### src/rtl/mult_seq_ctrl_pkg.sv
// Shared types and constants for the sequential shift-add multiplier.
package mult_pkg;

    localparam int WIDTH = 32;
    localparam int CNT_W = 5;
    localparam logic [CNT_W-1:0] ITER_LAST = CNT_W'(WIDTH - 1);

    // state   | meaning
    // IDLE    | waiting for start; adder idle
    // NEG_A   | negate multiplicand magnitude through the adder
    // NEG_B   | negate multiplier magnitude through the adder
    // ITER    | one radix-2 shift-add step per cycle, WIDTH cycles
    // NEGP_LO | negate low product word, capture carry
    // NEGP_HI | negate high product word using captured carry
    // DONE    | product valid, done pulse
    typedef enum logic [2:0] {
        IDLE    = 3'd0,
        NEG_A   = 3'd1,
        NEG_B   = 3'd2,
        ITER    = 3'd3,
        NEGP_LO = 3'd4,
        NEGP_HI = 3'd5,
        DONE    = 3'd6
    } state_t;

endpackage

### src/rtl/mult_seq_ctrl_if.sv
// Handshake, operand/product and shared-adder signals of the multiplier.
interface mult_seq_ctrl_if
    import mult_pkg::*;
();
    logic             start;
    logic             is_signed;
    logic [WIDTH-1:0] op_a;
    logic [WIDTH-1:0] op_b;
    logic             busy;
    logic             done;
    logic [WIDTH-1:0] prod_hi;
    logic [WIDTH-1:0] prod_lo;
    logic [WIDTH-1:0] add_a;
    logic [WIDTH-1:0] add_b;
    logic             add_cin;
    logic [WIDTH-1:0] add_s;
    logic             add_cout;

    // Execute-stage side: control unit plus the external adder.
    modport master (
        output start, is_signed, op_a, op_b, add_s, add_cout,
        input  busy, done, prod_hi, prod_lo, add_a, add_b, add_cin
    );

    // Sequencer side.
    modport slave (
        input  start, is_signed, op_a, op_b, add_s, add_cout,
        output busy, done, prod_hi, prod_lo, add_a, add_b, add_cin
    );
endinterface

### src/rtl/mult_seq_ctrl.sv
// 32x32 -> 64 multiplier sequencer time-sharing one external adder.
// Signed operands are reduced to magnitudes, multiplied unsigned, and the
// product is negated afterwards when the operand signs differ.
module mult_seq_ctrl
    import mult_pkg::*;
(
    input  logic            clk,
    input  logic            rst_n,
    mult_seq_ctrl_if.slave  bus
);

    state_t           r_state, w_state_nxt;
    logic [WIDTH-1:0] r_m, w_m_nxt;
    logic [WIDTH-1:0] r_p_hi, w_p_hi_nxt;
    logic [WIDTH-1:0] r_p_lo, w_p_lo_nxt;
    logic             r_neg_res, w_neg_res_nxt;
    logic             r_neg_b, w_neg_b_nxt;
    logic [CNT_W-1:0] r_cnt, w_cnt_nxt;
    logic             r_c, w_c_nxt;
    logic [WIDTH-1:0] r_prod_hi, r_prod_lo;
    logic [WIDTH-1:0] w_add_a, w_add_b;
    logic             w_add_cin;
    logic             w_load_prod;

    // Next-state, datapath next values and adder operand selection.
    always_comb begin
        w_state_nxt   = r_state;
        w_m_nxt       = r_m;
        w_p_hi_nxt    = r_p_hi;
        w_p_lo_nxt    = r_p_lo;
        w_neg_res_nxt = r_neg_res;
        w_neg_b_nxt   = r_neg_b;
        w_cnt_nxt     = r_cnt;
        w_c_nxt       = r_c;
        w_add_a       = '0;
        w_add_b       = '0;
        w_add_cin     = 1'b0;
        case (r_state)
            IDLE: begin
                if (bus.start) begin
                    w_m_nxt       = bus.op_a;
                    w_p_lo_nxt    = bus.op_b;
                    w_p_hi_nxt    = '0;
                    w_cnt_nxt     = '0;
                    w_neg_res_nxt = bus.is_signed & (bus.op_a[WIDTH-1] ^ bus.op_b[WIDTH-1]);
                    w_neg_b_nxt   = bus.is_signed & bus.op_b[WIDTH-1];
                    if (bus.is_signed & bus.op_a[WIDTH-1])
                        w_state_nxt = NEG_A;
                    else if (bus.is_signed & bus.op_b[WIDTH-1])
                        w_state_nxt = NEG_B;
                    else
                        w_state_nxt = ITER;
                end
            end
            NEG_A: begin
                w_add_a     = ~r_m;
                w_add_cin   = 1'b1;
                w_m_nxt     = bus.add_s;
                w_state_nxt = r_neg_b ? NEG_B : ITER;
            end
            NEG_B: begin
                w_add_a     = ~r_p_lo;
                w_add_cin   = 1'b1;
                w_p_lo_nxt  = bus.add_s;
                w_state_nxt = ITER;
            end
            ITER: begin
                w_add_a   = r_p_hi;
                w_add_b   = r_p_lo[0] ? r_m : '0;
                {w_p_hi_nxt, w_p_lo_nxt} = {bus.add_cout, bus.add_s, r_p_lo[WIDTH-1:1]};
                w_cnt_nxt = r_cnt + CNT_W'(1);
                if (r_cnt == ITER_LAST)
                    w_state_nxt = r_neg_res ? NEGP_LO : DONE;
            end
            NEGP_LO: begin
                w_add_a     = ~r_p_lo;
                w_add_cin   = 1'b1;
                w_p_lo_nxt  = bus.add_s;
                w_c_nxt     = bus.add_cout;
                w_state_nxt = NEGP_HI;
            end
            NEGP_HI: begin
                w_add_a     = ~r_p_hi;
                w_add_cin   = r_c;
                w_p_hi_nxt  = bus.add_s;
                w_state_nxt = DONE;
            end
            DONE: begin
                w_state_nxt = IDLE;
            end
            default: begin
                w_state_nxt = IDLE;
            end
        endcase
    end

    // Product is captured on the edge that enters DONE so it is valid with done.
    assign w_load_prod = (w_state_nxt == DONE) && (r_state != DONE);

    // State and datapath registers.
    always_ff @(posedge clk or negedge rst_n) begin
        if (!rst_n) begin
            r_state   <= IDLE;
            r_m       <= '0;
            r_p_hi    <= '0;
            r_p_lo    <= '0;
            r_neg_res <= 1'b0;
            r_neg_b   <= 1'b0;
            r_cnt     <= '0;
            r_c       <= 1'b0;
        end else begin
            r_state   <= w_state_nxt;
            r_m       <= w_m_nxt;
            r_p_hi    <= w_p_hi_nxt;
            r_p_lo    <= w_p_lo_nxt;
            r_neg_res <= w_neg_res_nxt;
            r_neg_b   <= w_neg_b_nxt;
            r_cnt     <= w_cnt_nxt;
            r_c       <= w_c_nxt;
        end
    end

    // Product output registers, held until the next result.
    always_ff @(posedge clk or negedge rst_n) begin
        if (!rst_n) begin
            r_prod_hi <= '0;
            r_prod_lo <= '0;
        end else if (w_load_prod) begin
            r_prod_hi <= w_p_hi_nxt;
            r_prod_lo <= w_p_lo_nxt;
        end
    end

    assign bus.busy    = (r_state != IDLE);
    assign bus.done    = (r_state == DONE);
    assign bus.prod_hi = r_prod_hi;
    assign bus.prod_lo = r_prod_lo;
    assign bus.add_a   = w_add_a;
    assign bus.add_b   = w_add_b;
    assign bus.add_cin = w_add_cin;

endmodule

### src/flat_wrapper.sv
// flat-port wrapper written by rule: the top's interface ports become plain ports
module mult_seq_ctrl_flat import mult_pkg::*;
  (clk, rst_n, bus_start, bus_is_signed, bus_op_a, bus_op_b, bus_add_s, bus_add_cout, bus_busy, bus_done, bus_prod_hi, bus_prod_lo, bus_add_a, bus_add_b, bus_add_cin);
  mult_seq_ctrl_if bus_i ();
  input  logic clk;
  input  logic rst_n;
  input wire logic [$bits(bus_i.start)-1:0] bus_start;
  input wire logic [$bits(bus_i.is_signed)-1:0] bus_is_signed;
  input wire logic [$bits(bus_i.op_a)-1:0] bus_op_a;
  input wire logic [$bits(bus_i.op_b)-1:0] bus_op_b;
  input wire logic [$bits(bus_i.add_s)-1:0] bus_add_s;
  input wire logic [$bits(bus_i.add_cout)-1:0] bus_add_cout;
  output wire logic [$bits(bus_i.busy)-1:0] bus_busy;
  output wire logic [$bits(bus_i.done)-1:0] bus_done;
  output wire logic [$bits(bus_i.prod_hi)-1:0] bus_prod_hi;
  output wire logic [$bits(bus_i.prod_lo)-1:0] bus_prod_lo;
  output wire logic [$bits(bus_i.add_a)-1:0] bus_add_a;
  output wire logic [$bits(bus_i.add_b)-1:0] bus_add_b;
  output wire logic [$bits(bus_i.add_cin)-1:0] bus_add_cin;
  assign bus_i.start = bus_start;
  assign bus_i.is_signed = bus_is_signed;
  assign bus_i.op_a = bus_op_a;
  assign bus_i.op_b = bus_op_b;
  assign bus_i.add_s = bus_add_s;
  assign bus_i.add_cout = bus_add_cout;
  assign bus_busy = bus_i.busy;
  assign bus_done = bus_i.done;
  assign bus_prod_hi = bus_i.prod_hi;
  assign bus_prod_lo = bus_i.prod_lo;
  assign bus_add_a = bus_i.add_a;
  assign bus_add_b = bus_i.add_b;
  assign bus_add_cin = bus_i.add_cin;
  mult_seq_ctrl u_core (.clk(clk), .rst_n(rst_n), .bus(bus_i));
endmodule
### config.mk
export PLATFORM = sky130hd
export DESIGN_NAME = mult_seq_ctrl_flat
export DESIGN_NICKNAME = d
export VERILOG_FILES = /design/src/rtl/mult_seq_ctrl_pkg.sv /design/src/rtl/mult_seq_ctrl_if.sv /design/src/rtl/mult_seq_ctrl.sv /design/src/flat_wrapper.sv
export SDC_FILE = /design/constraint.sdc
export NUM_CORES = 1
export LEC_CHECK = 0
export ABC_AREA = 1
export CORE_MARGIN = 1
export CORE_UTILIZATION = 30
export CTS_CLUSTER_DIAMETER = 50
export DETAILED_ROUTE_END_ITERATION = 8
export GPL_ROUTABILITY_DRIVEN = 0
export PLACE_DENSITY = 0.56
export SKIP_CTS_REPAIR_TIMING = 1
export SYNTH_ARGS = -nofsm -noshare
export SYNTH_HDL_FRONTEND = slang
export SYNTH_SLANG_ARGS = --single-unit
### constraint.sdc
create_clock -name clk -period 3.9 [get_ports clk]
set_clock_uncertainty 0.1 [all_clocks]
set_input_delay 0.39 -clock clk [delete_from_list [all_inputs] [get_ports clk]]
set_output_delay 0.39 -clock clk [all_outputs]
set_load 0.02 [all_outputs]
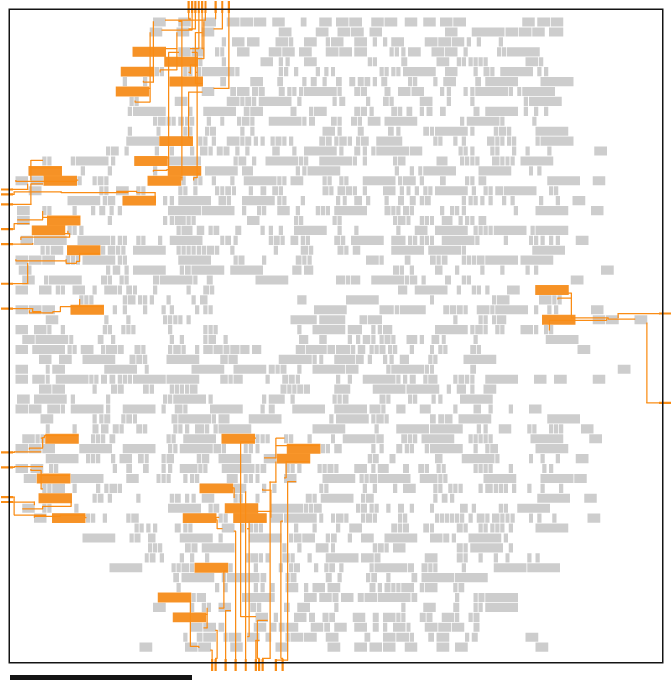
*Wires at chosen ports, followed through buffers*
Bar = 50 um.
bus_prod_lo -> orange  # bits 32, direction output, edge 11 left, 10 bottom, 9 top, 2 right, end cells 32, buffers 32, wire 1,210 um
number of I/O pins: 232
quantity of I/O buffers inserted on ports: 231

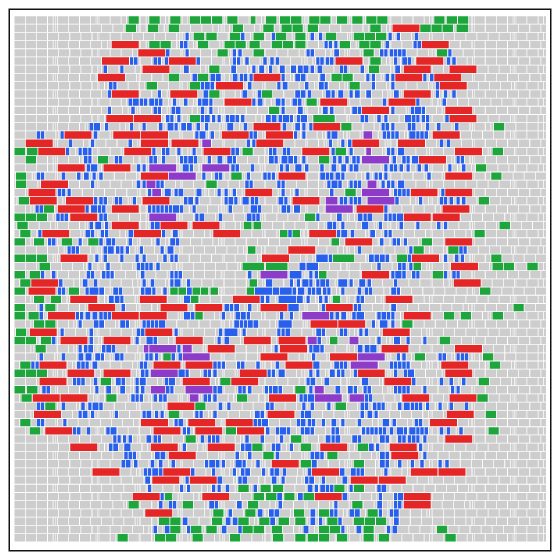
*Cells colored by class*
Fill, decap, tap and diode cells in gray.
remaining buffers and delay cells -> green  # cells 256, share of their area 21%
registers -> red  # cells 171, share of their area 35%
clock drivers and dummy loads -> purple  # cells 32, share of their area 4.6%
remaining logic cells -> blue  # cells 1,117, share of their area 39%
core area: 0.0307 mm^2
register fraction of the total cell area: 0.340

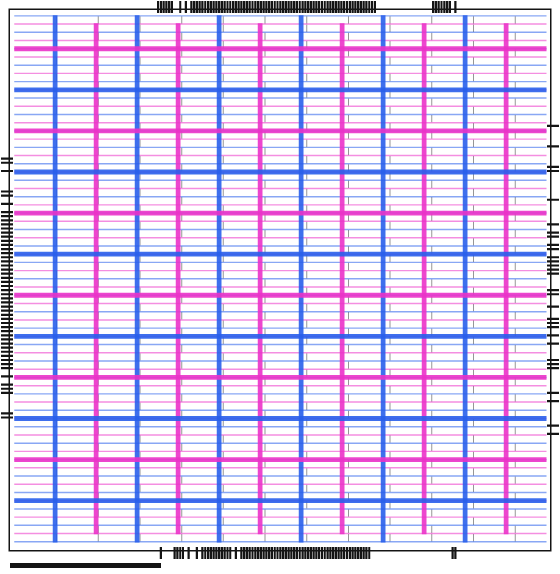
*Supply network*
Bar = 50 um. Pins as bars on the die edge. Tap cells in gray.
VDD -> magenta
VSS -> blue
signal pins = 232
rows = 64
met1 rails = 65
Max rail drop VDD: 0.439 mV
die extent in y: 179 um
chip width: 179 um

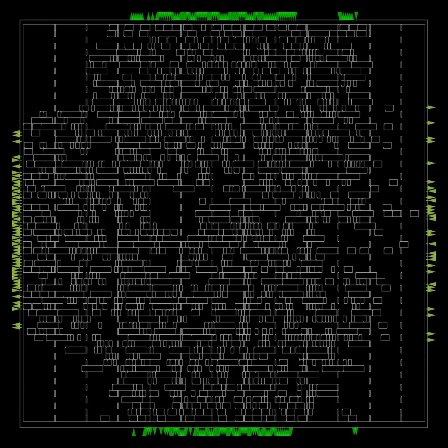
*Cell placement*
site row count: 64
flip-flops: 171

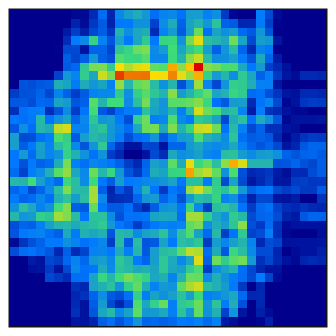
*Wire density map*
The die is cut into 36 by 36 equal tiles; dark blue is low, red is high, scaled to the fullest tile. Values are wire area over tile area, all layers added.
densest ninth of the die = top middle
nearly empty tiles = 16%
emptiest ninth of the die = bottom right
fullest tile = 0.70
post-detailed-route wirelength per cell: 17.9 um
total routing usage reported by global routing: 0.224
detailed-route via count: 9,603
final WL: 35.3 mm

==> job_summary.md <==
## Implementation flow summary

| Metric | Value |
|---|---|
| Result of the run | `completed` |
| Most used flip-flop cell | `sky130_fd_sc_hd__dfrtp_1` |
| Final worst-path setup slack | `0.488 ns` |
| Share of the yosys chip area belonging to registers | `0.457` |
| Clock buffers created by TritonCTS | `17` |
| Met3 WL | `1.86 mm` |
| Met2 routed WL | `16.1 mm` |
| Register-to-register setup slack | `1.13 ns` |
| Pleak | `5.91 nW` |
| Global-route wire length before repair | `54.3 mm` |
| Crit Path Max Fanout | `23` |
| Final critical-path share of the clock period | `0.875` |
| Cell Area, Synth | `0.00937 mm^2` |
| Ratio of total power to cell area | `773 mW/mm^2` |
| Pin count of the biggest net entering global routing | `100` |
| List of cells traversed by the critical path | `nor2_1 > nand2_1 > nand2_1 > inv_1 > buf_4 > o21ai_0 > clkdlybuf4s50_1` |
| Number of nets at floorplan | `1,475` |
| GR met2 Demand/Resource | `0.345` |
| Latency at later pin | `0.43 ns` |
| Number of max-cap violations | `0` |
| Overflow left after global routing | `0` |
| Launching element of the worst setup path | `u_core.r_state[2]$_DFF_PN0_` |
| Slew Limit Headroom | `0.397` |
| Worst hold path startpoint | `u_core.bus.prod_hi[6]$_DFFE_PN0P_` |
| Average instance area after synthesis | `6.83 um^2` |
| Actual slew at the worst max-slew pin | `0.904 ns` |
| Cell mode on critical path | `sky130_fd_sc_hd__nand2_1` |
| DRC violations left | `0` |
| Vias per Instance | `4.86` |
| Share of the synthesized area in the top cell type | `0.457` |
| Endpoint kind of the worst setup timing path | `output port` |
| Category of the critical setup timing path | `reg2out` |
| RSZ-0062 raised after global routing | `false` |
| Comb. cell area | `0.00441 mm^2` |
| Proportion of layout cells with a drive suffix above 1 | `0.0495` |
| Setup slack after placement | `0.975 ns` |
| Global routing's busiest layer | `met2` |
| Final-report max-slew violation count | `0` |
| Antenna violations before repair | `1` |
| Total power of the final layout | `9.73 mW` |
| Footprint of the flip-flops and latches | `0.00428 mm^2` |
| WL met1 | `16.6 mm` |
| Source of the worst register-to-register timing path | `u_core.r_state[1]$_DFF_PN0_` |
| Clock transition at the registers of the reported paths | `0.08 ns` |
| Arrival time at the worst endpoint | `2.92 ns` |
tightest hold or removal path: stages, from the launching register on:
cell                      delay [ns]
sky130_fd_sc_hd__dfrtp_1        0.34
sky130_fd_sc_hd__nand2_1        0.05
sky130_fd_sc_hd__nand2_1        0.05
where the power goes:
| part | internal [mW] | leakage, nW | switching, mW |
|---|---|---|---|
| Clock | 0.868 | 0.281 | 0.803 |
| Sequential | 2.42 | 2.05 | 0.549 |
| Combinational | 1.87 | 3.57 | 3.22 |
worst max-delay path by stage:
| stage | cells after the start | endpoint | slack, ns |
|---|---|---|---|
| 2_1_floorplan | 6 | bus_add_a[17] | 1.80 |
| 3_3_place_gp | 7 | bus_add_a[23] | 1.01 |
| 3_5_place_dp | 7 | bus_add_a[30] | 0.97 |
| 4_1_cts | 7 | bus_add_a[30] | 0.51 |
| 5_1_grt | 7 | bus_add_a[23] | 0.37 |
| 6_report | 7 | bus_add_a[30] | 0.49 |
cell families after synthesis:
group | after synthesis | synth area share
muxes | 1 | 0.00120
and+or+nand+nor | 883 | 0.379
adders and majority gates | 2 | 0.00267
buffers and inverters | 161 | 0.0746
DFF | 171 | 0.457
AOI/OAI and AO/OA | 154 | 0.0860
layout make-up:
class,instances,share of cell area
diodes,2,0.000398
clock buffers,19,0.0360
flip-flops and latches,171,0.340
repair buffers,256,0.202
clock inverters,13,0.00865
well taps,396,0.0394
inverters,77,0.0230
multi-input cells,1040,0.351
Yosys cell counts, types with 2 or more instances:
master,n
sky130_fd_sc_hd__nand2_1,637
sky130_fd_sc_hd__dfrtp_1,171
sky130_fd_sc_hd__nor2_1,136
sky130_fd_sc_hd__o21ai_0,104
sky130_fd_sc_hd__inv_1,71
sky130_fd_sc_hd__nand4_1,65
sky130_fd_sc_hd__clkbuf_1,38
sky130_fd_sc_hd__a21oi_1,34
sky130_fd_sc_hd__buf_2,34
sky130_fd_sc_hd__nor3_1,31
sky130_fd_sc_hd__o21ai_1,10
sky130_fd_sc_hd__nand3_1,7
sky130_fd_sc_hd__buf_6,6
sky130_fd_sc_hd__inv_2,5
sky130_fd_sc_hd__buf_1,4
sky130_fd_sc_hd__nand2_2,3
sky130_fd_sc_hd__buf_4,2
sky130_fd_sc_hd__ha_1,2
sky130_fd_sc_hd__nor2_2,2
sky130_fd_sc_hd__o221ai_1,2
layout by cell type, fill, tap and decap left out, drive strengths merged:
master / netlist / routed
dfrtp: 171 / 171
ha: 2 / 2
inv: 76 / 81
diode: 0 / 2
nor3: 31 / 31
nand4: 65 / 65
nand3: 8 / 8
mux2: 1 / 1
clkinv: 1 / 9
nand2: 640 / 640
o221ai: 2 / 2
nor2: 139 / 139
clkdlybuf4s50: 0 / 228
buf: 46 / 27
o21ai: 115 / 115
dlygate4sd3: 0 / 1
o211ai: 1 / 1
o31ai: 1 / 1
a21oi: 35 / 35
clkbuf: 38 / 19
flip-flops by register name (all words and copies together), names as in the netlist:
signal / cells
u_core.bus.prod_hi: 32
u_core.bus.prod_lo: 32
u_core.r_c: 1
u_core.r_cnt: 5
u_core.r_m: 32
u_core.r_neg_b: 1
u_core.r_neg_res: 1
u_core.r_p_hi: 32
u_core.r_p_lo: 32
u_core.r_state: 3
Power is estimated from default activity; no workload was simulated.
